--- config.mk ---
export PLATFORM = sky130hd
export DESIGN_NAME = tile_resolve_flat
export DESIGN_NICKNAME = d
export VERILOG_FILES = /design/src/rtl/tile_resolve_if.sv /design/src/rtl/tile_resolve.sv /design/src/flat_wrapper.sv
export SDC_FILE = /design/constraint.sdc
export NUM_CORES = 1
export LEC_CHECK = 0
export CAP_MARGIN = 20
export CELL_PAD_IN_SITES_DETAIL_PLACEMENT = 0
export CELL_PAD_IN_SITES_GLOBAL_PLACEMENT = 1
export CORE_UTILIZATION = 39
export DETAILED_ROUTE_END_ITERATION = 12
export HOLD_SLACK_MARGIN = 0.12
export PLACE_DENSITY_LB_ADDON = 0.08
export SETUP_SLACK_MARGIN = 0.3
export SYNTH_ARGS = -nofsm -noshare
export SYNTH_HDL_FRONTEND = slang
export SYNTH_SLANG_ARGS = --single-unit
--- constraint.sdc ---
create_clock -name clk -period 6.2 [get_ports clk]
set_input_delay 0.62 -clock clk [delete_from_list [all_inputs] [get_ports clk]]
set_output_delay 0.62 -clock clk [all_outputs]
set_load 0.02 [all_outputs]
--- src/rtl/tile_resolve_if.sv ---
// Tile-buffer and memory-write ports of the tile resolve engine.
// master = resolve engine, slave = tile buffer / memory side.
interface tile_resolve_if #(
  parameter int unsigned DATA_W  = 32,
  parameter int unsigned ADDR_W  = 10,
  parameter int unsigned MADDR_W = 32
);
  logic              tb_rd_en;
  logic [ADDR_W-1:0] tb_rd_addr;
  logic [DATA_W-1:0] tb_rd_data;
  logic              tb_wr_en;
  logic [ADDR_W-1:0] tb_wr_addr;
  logic [DATA_W-1:0] tb_wr_data;

  logic               mem_cmd_valid;
  logic               mem_cmd_ready;
  logic [MADDR_W-1:0] mem_cmd_addr;
  logic [7:0]         mem_cmd_len;
  logic               mem_wdata_valid;
  logic               mem_wdata_ready;
  logic [DATA_W-1:0]  mem_wdata;
  logic               mem_wdata_last;

  modport master (
    output tb_rd_en, tb_rd_addr, tb_wr_en, tb_wr_addr, tb_wr_data,
    input  tb_rd_data,
    output mem_cmd_valid, mem_cmd_addr, mem_cmd_len,
    input  mem_cmd_ready,
    output mem_wdata_valid, mem_wdata, mem_wdata_last,
    input  mem_wdata_ready
  );

  modport slave (
    input  tb_rd_en, tb_rd_addr, tb_wr_en, tb_wr_addr, tb_wr_data,
    output tb_rd_data,
    input  mem_cmd_valid, mem_cmd_addr, mem_cmd_len,
    output mem_cmd_ready,
    input  mem_wdata_valid, mem_wdata, mem_wdata_last,
    output mem_wdata_ready
  );
endinterface

--- src/rtl/tile_resolve.sv ---
// Tile resolve engine: streams a tile out of the tile buffer into fixed-length memory
// write bursts, optionally clearing each pixel as it is read.
module tile_resolve #(
  parameter int unsigned TILE_PIXELS = 1024,
  parameter int unsigned DATA_W      = 32,
  parameter int unsigned ADDR_W      = $clog2(TILE_PIXELS),
  parameter int unsigned BURST_LEN   = 16,
  parameter int unsigned MADDR_W     = 32
) (
  input  logic               clk,
  input  logic               rst,
  input  logic               start,
  input  logic [MADDR_W-1:0] base_addr,
  input  logic               clear_en,
  input  logic [DATA_W-1:0]  clear_val,
  output logic               busy,
  output logic               done,
  tile_resolve_if.master     bus
);

  localparam int unsigned PtrW = ADDR_W + 1;
  localparam int unsigned BeatW = $clog2(BURST_LEN);
  localparam logic [MADDR_W-1:0] BurstBytes = MADDR_W'(BURST_LEN * (DATA_W / 8));

  localparam logic [1:0] StIdle = 2'd0;
  localparam logic [1:0] StCmd  = 2'd1;
  localparam logic [1:0] StData = 2'd2;

  logic [1:0]         state_q, state_d;
  logic [PtrW-1:0]    rd_ptr_q;
  logic [ADDR_W-1:0]  rd_addr_q;
  logic               inflight_q;
  logic [DATA_W-1:0]  fifo_q [3];
  logic [1:0]         wr_idx_q, rd_idx_q, count_q;
  logic [BeatW-1:0]   beat_q;
  logic [PtrW-1:0]    out_cnt_q;
  logic [MADDR_W-1:0] cmd_addr_q;
  logic               clear_en_q;
  logic [DATA_W-1:0]  clear_val_q;
  logic               done_q;

  logic accept, rd_en, push, pop, cmd_hs, beat_last, final_hs;

  function automatic logic [1:0] idx_next(input logic [1:0] idx);
    return (idx == 2'd2) ? 2'd0 : idx + 2'd1;
  endfunction

  always_comb begin
    busy      = (state_q != StIdle);
    accept    = (state_q == StIdle) && start;
    // Read budget counts the read already in flight so the 3-entry FIFO never overflows.
    rd_en     = busy && (rd_ptr_q < PtrW'(TILE_PIXELS)) &&
                ((3'(count_q) + 3'(inflight_q)) < 3'd3);
    push      = inflight_q;
    cmd_hs    = (state_q == StCmd) && bus.mem_cmd_ready;
    pop       = (state_q == StData) && (count_q != 2'd0) && bus.mem_wdata_ready;
    beat_last = (beat_q == BeatW'(BURST_LEN - 1));
    final_hs  = pop && (out_cnt_q == PtrW'(TILE_PIXELS - 1));
  end

  always_comb begin
    state_d = state_q;
    case (state_q)
      StIdle:  if (start) state_d = StCmd;
      StCmd:   if (cmd_hs) state_d = StData;
      StData:  if (pop && beat_last) state_d = final_hs ? StIdle : StCmd;
      default: state_d = StIdle;
    endcase
  end

  always_ff @(posedge clk) begin
    if (rst) begin
      state_q     <= StIdle;
      rd_ptr_q    <= '0;
      rd_addr_q   <= '0;
      inflight_q  <= 1'b0;
      wr_idx_q    <= '0;
      rd_idx_q    <= '0;
      count_q     <= '0;
      beat_q      <= '0;
      out_cnt_q   <= '0;
      cmd_addr_q  <= '0;
      clear_en_q  <= 1'b0;
      clear_val_q <= '0;
      done_q      <= 1'b0;
    end else begin
      state_q    <= state_d;
      inflight_q <= rd_en;
      done_q     <= final_hs;
      count_q    <= count_q + 2'(push) - 2'(pop);
      if (rd_en) begin
        rd_ptr_q  <= rd_ptr_q + PtrW'(1);
        rd_addr_q <= rd_ptr_q[ADDR_W-1:0];
      end
      if (push) wr_idx_q <= idx_next(wr_idx_q);
      if (pop) begin
        rd_idx_q  <= idx_next(rd_idx_q);
        beat_q    <= beat_last ? '0 : beat_q + BeatW'(1);
        out_cnt_q <= out_cnt_q + PtrW'(1);
      end
      if (cmd_hs) cmd_addr_q <= cmd_addr_q + BurstBytes;
      if (accept) begin
        rd_ptr_q    <= '0;
        out_cnt_q   <= '0;
        beat_q      <= '0;
        cmd_addr_q  <= base_addr;
        clear_en_q  <= clear_en;
        clear_val_q <= clear_val;
      end
    end
  end

  always_ff @(posedge clk) begin
    if (push) fifo_q[wr_idx_q] <= bus.tb_rd_data;
  end

  always_comb begin
    done                = done_q;
    bus.tb_rd_en        = rd_en;
    bus.tb_rd_addr      = rd_ptr_q[ADDR_W-1:0];
    // Clear the pixel in the same cycle its read data is captured.
    bus.tb_wr_en        = inflight_q && clear_en_q;
    bus.tb_wr_addr      = rd_addr_q;
    bus.tb_wr_data      = clear_val_q;
    bus.mem_cmd_valid   = (state_q == StCmd);
    bus.mem_cmd_addr    = cmd_addr_q;
    bus.mem_cmd_len     = 8'(BURST_LEN - 1);
    bus.mem_wdata_valid = (state_q == StData) && (count_q != 2'd0);
    bus.mem_wdata       = fifo_q[rd_idx_q];
    bus.mem_wdata_last  = bus.mem_wdata_valid && beat_last;
  end

endmodule

--- src/flat_wrapper.sv ---
// flat-port wrapper written by rule: the top's interface ports become plain ports
module tile_resolve_flat 
#(
  parameter int unsigned TILE_PIXELS = 1024,
  parameter int unsigned DATA_W      = 32,
  parameter int unsigned ADDR_W      = $clog2(TILE_PIXELS),
  parameter int unsigned BURST_LEN   = 16,
  parameter int unsigned MADDR_W     = 32
)
  (clk, rst, start, base_addr, clear_en, clear_val, busy, done, bus_tb_rd_en, bus_tb_rd_addr, bus_tb_wr_en, bus_tb_wr_addr, bus_tb_wr_data, bus_tb_rd_data, bus_mem_cmd_valid, bus_mem_cmd_addr, bus_mem_cmd_len, bus_mem_cmd_ready, bus_mem_wdata_valid, bus_mem_wdata, bus_mem_wdata_last, bus_mem_wdata_ready);
  tile_resolve_if #(.DATA_W(DATA_W), .ADDR_W(ADDR_W), .MADDR_W(MADDR_W)) bus_i ();
  input  logic clk;
  input  logic rst;
  input  logic start;
  input  logic [MADDR_W-1:0] base_addr;
  input  logic clear_en;
  input  logic [DATA_W-1:0] clear_val;
  output logic busy;
  output logic done;
  output wire logic [$bits(bus_i.tb_rd_en)-1:0] bus_tb_rd_en;
  output wire logic [$bits(bus_i.tb_rd_addr)-1:0] bus_tb_rd_addr;
  output wire logic [$bits(bus_i.tb_wr_en)-1:0] bus_tb_wr_en;
  output wire logic [$bits(bus_i.tb_wr_addr)-1:0] bus_tb_wr_addr;
  output wire logic [$bits(bus_i.tb_wr_data)-1:0] bus_tb_wr_data;
  input wire logic [$bits(bus_i.tb_rd_data)-1:0] bus_tb_rd_data;
  output wire logic [$bits(bus_i.mem_cmd_valid)-1:0] bus_mem_cmd_valid;
  output wire logic [$bits(bus_i.mem_cmd_addr)-1:0] bus_mem_cmd_addr;
  output wire logic [$bits(bus_i.mem_cmd_len)-1:0] bus_mem_cmd_len;
  input wire logic [$bits(bus_i.mem_cmd_ready)-1:0] bus_mem_cmd_ready;
  output wire logic [$bits(bus_i.mem_wdata_valid)-1:0] bus_mem_wdata_valid;
  output wire logic [$bits(bus_i.mem_wdata)-1:0] bus_mem_wdata;
  output wire logic [$bits(bus_i.mem_wdata_last)-1:0] bus_mem_wdata_last;
  input wire logic [$bits(bus_i.mem_wdata_ready)-1:0] bus_mem_wdata_ready;
  assign bus_tb_rd_en = bus_i.tb_rd_en;
  assign bus_tb_rd_addr = bus_i.tb_rd_addr;
  assign bus_tb_wr_en = bus_i.tb_wr_en;
  assign bus_tb_wr_addr = bus_i.tb_wr_addr;
  assign bus_tb_wr_data = bus_i.tb_wr_data;
  assign bus_i.tb_rd_data = bus_tb_rd_data;
  assign bus_mem_cmd_valid = bus_i.mem_cmd_valid;
  assign bus_mem_cmd_addr = bus_i.mem_cmd_addr;
  assign bus_mem_cmd_len = bus_i.mem_cmd_len;
  assign bus_i.mem_cmd_ready = bus_mem_cmd_ready;
  assign bus_mem_wdata_valid = bus_i.mem_wdata_valid;
  assign bus_mem_wdata = bus_i.mem_wdata;
  assign bus_mem_wdata_last = bus_i.mem_wdata_last;
  assign bus_i.mem_wdata_ready = bus_mem_wdata_ready;
  tile_resolve #(.TILE_PIXELS(TILE_PIXELS), .DATA_W(DATA_W), .ADDR_W(ADDR_W), .BURST_LEN(BURST_LEN), .MADDR_W(MADDR_W)) u_core (.clk(clk), .rst(rst), .start(start), .base_addr(base_addr), .clear_en(clear_en), .clear_val(clear_val), .busy(busy), .done(done), .bus(bus_i));
endmodule
**Run 1: sizing map**

The bar under the picture is 50 um long.
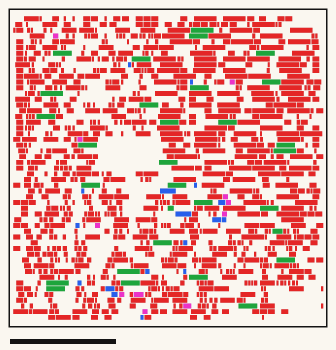
[drive 2] blue | cells: 17
[drive 6 and up] green | cells: 30
[drive 1 or less] red | cells: 992
[drive 3 to 4] magenta | cells: 11
least setup slack across all paths after layout: 2.63 ns
count of plain and timing-repair buffers: 231
Area growth syn-to-layout: 37.3%
post-route cell area: 11,700 um^2

**Run 1: wiring by layer**

The bar under the picture is 50 um long.
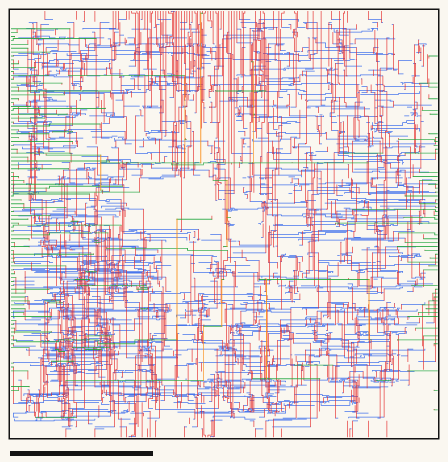
[met2] red | wire length: 9,430 um
[met4] orange | wire length: 288 um
[met1] blue | wire length: 9,690 um
[met3] green | wire length: 1,740 um
Via Count: 6,640
Routed Wire Length: 21,200 um
routed wirelength normalized by instance count: 16.0 um

**Run 1: met3 routing**

The bar under the picture is 50 um long.
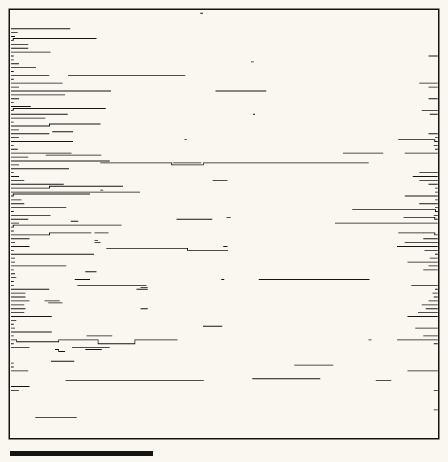
wire length on this layer: 1,740 um
share of all routed wire: 8.2%
nets with wire on the layer: 162
longest straight run: 57.7 um
global-route met3 utilization: 5.55%

==> summary.txt, run 1 <==
Site Rows - 53
Count of sequential standard cells - 209
Half-perimeter wire length after detailed placement - 13,800 um
Ratio of total power to cell area - 291 nW/um^2
Number of antenna violations at the first check in global routing - 0
Outcome - finished, final reports clean
Worst setup EP type - primary output
Highest net fanout along the worst path - 18
Slew margin rel. - 26.7%
OpenROAD warning count - 26
Clock network power - 1.45 mW
Sequential Power Share - 45.5%
Layout net count - 1,143
Number of signal-net inverters in the final layout - 9
Combinational fraction of the cell area - 26.2%
Iteration-0 DRC Markers - 272
Power Combinational - 0.402 mW
Sw Share - 23.8%
Arrival time of data at the critical path endpoint - 2.95 ns
Number of buffers inserted by post-CTS setup repair - 0
Area of all sequential standard cells - 5150 um^2
Clock-pin transition on the worst setup and hold timing paths - 0.06 ns
Clock Buffer Count - 27
Number of diodes added for antenna fixing - 0
Clock Path Buffers - 3
Post-route clock skew - 0.0113 ns
I/O pin total - 233
Number of well taps - 275
Most instantiated logic cell after routing - sky130_fd_sc_hd__clkdlybuf4s50_1
Leak - 3.89 nW
Layout multi-input combinational cell count - 559
Placement-stage worst setup slack - 2.87 ns
Die boundary width - 150 um
Main kind of combinational logic by area - simple AND/OR/NAND/NOR gates
Worst Hold Margin - 0.450 ns
Switching power - 0.808 mW
Antenna Violating Nets Remaining - 0
==> run 1 -> run 2 <==
CORE_UTILIZATION = 33   (was 39)
clock period = 3 ns   (was 6.2 ns; I/O delays follow)
**Run 2: cell placement**

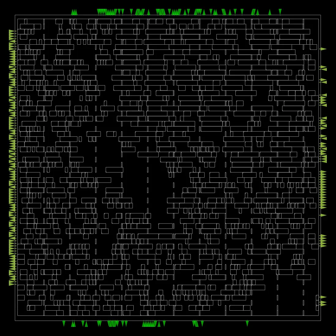
count of sequential standard cells: 209
Site Rows: 58

==> summary.txt, run 2 <==
Ratio of total power to cell area - 585 nW/um^2 (+100%)
Highest net fanout along the worst path - 14 (-4)
Clock Path Buffers - 3 (unchanged)
Switching power - 1.68 mW (+110%)
Leak - 3.95 nW (+1.6%)
Layout net count - 1,155 (+1.0%)
Half-perimeter wire length after detailed placement - 15,100 um (+9.5%)
I/O pin total - 233 (unchanged)
Via Count - 6,647 (+0.11%)
Count of plain and timing-repair buffers - 242 (+4.8%)
Slew margin rel. - 49.1% (+22 points)
Main kind of combinational logic by area - simple AND/OR/NAND/NOR gates
Most instantiated logic cell after routing - sky130_fd_sc_hd__clkdlybuf4s50_1
Number of signal-net inverters in the final layout - 9 (unchanged)
Iteration-0 DRC Markers - 275 (+1.1%)
Antenna Violating Nets Remaining - 0 (unchanged)
Worst Hold Margin - 0.227 ns (-0.223 ns)
Arrival time of data at the critical path endpoint - 2.26 ns (-0.69 ns)
Number of diodes added for antenna fixing - 0 (unchanged)
Clock-pin transition on the worst setup and hold timing paths - 0.05 ns (about the same)
Sequential Power Share - 46.2% (+0.7 points)
Outcome - finished, final reports clean
Combinational fraction of the cell area - 25.9% (-0.24 points)
Sw Share - 24.2% (+0.44 points)
Worst setup EP type - primary output
Post-route clock skew - 0.0106 ns (-0.000730 ns)
Number of buffers inserted by post-CTS setup repair - 0 (unchanged)
Clock Buffer Count - 42 (+56%)
Layout multi-input combinational cell count - 559 (unchanged)
Global-route met3 utilization - 6.98% (+1.4 points)
Area growth syn-to-layout - 39.1%
Placement-stage worst setup slack - 0.660 ns (-2.21 ns)
==> run 2 -> run 3 <==
SETUP_SLACK_MARGIN = 0.5   (was 0.3)
**Run 3: met3 routing**

The bar under the picture is 50 um long.
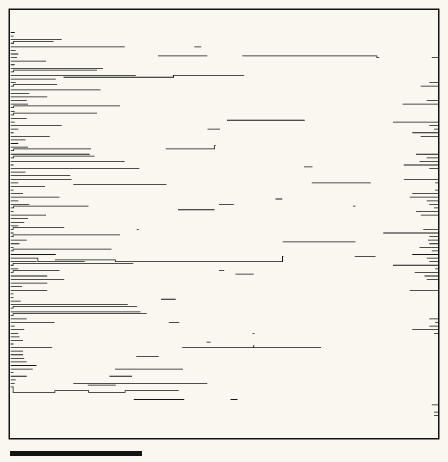
nets with wire on the layer: 161
longest straight run: 63.5 um
share of all routed wire: 10%
Via Count: 6,636
Routed Wire Length: 22,800 um
global-route met3 utilization: 6.98%

==> summary.txt, run 3 <==
Outcome - finished, final reports clean
Highest net fanout along the worst path - 14 (unchanged)
Ratio of total power to cell area - 583 nW/um^2 (-0.27%)
Count of sequential standard cells - 209 (unchanged)
Arrival time of data at the critical path endpoint - 2.11 ns (-0.15 ns)
Area growth syn-to-layout - 39.5%
Antenna Violating Nets Remaining - 0 (unchanged)
Layout net count - 1,156 (+0.087%)
Iteration-0 DRC Markers - 267 (-2.9%)
Number of buffers inserted by post-CTS setup repair - 0 (unchanged)
Sw Share - 24.3% (+0.054 points)
Half-perimeter wire length after detailed placement - 15,100 um (unchanged)
Worst setup EP type - primary output
Chip area - 26,400 um^2
Post-route clock skew - 0.0117 ns (+0.00108 ns)
Clock Path Buffers - 3 (unchanged)
Number of diodes added for antenna fixing - 0 (unchanged)
Placement-stage worst setup slack - 0.660 ns (unchanged)
Sequential Power Share - 46.2% (about the same)
Leak - 4.04 nW (+2.2%)
Total setup violations reported at the end of the flow - 0
Most instantiated logic cell after routing - sky130_fd_sc_hd__clkdlybuf4s50_1
Worst Hold Margin - 0.228 ns (+0.00105 ns)
Number of signal-net inverters in the final layout - 9 (unchanged)
Main kind of combinational logic by area - simple AND/OR/NAND/NOR gates
Layout multi-input combinational cell count - 559 (unchanged)

==> screenshots <==
M4 wires.
Supply wires on this layer in gray. Cells faint in the background.
panel A
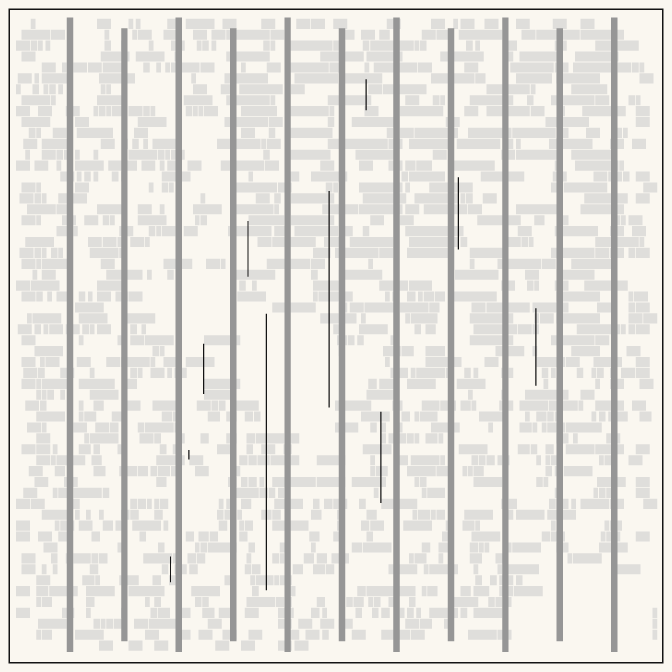
panel B
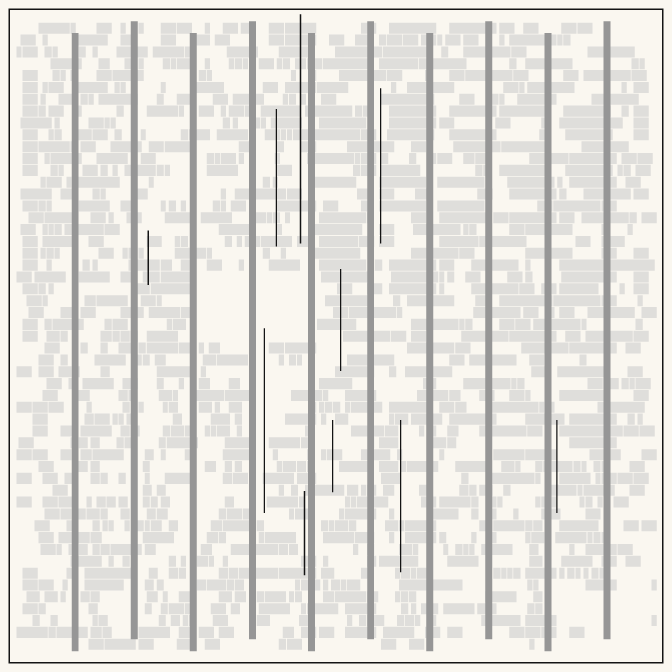
Run 2 is panel A.
Run 1 is panel B.

Power figures rest on the tool's default switching activity, not on a simulated workload.
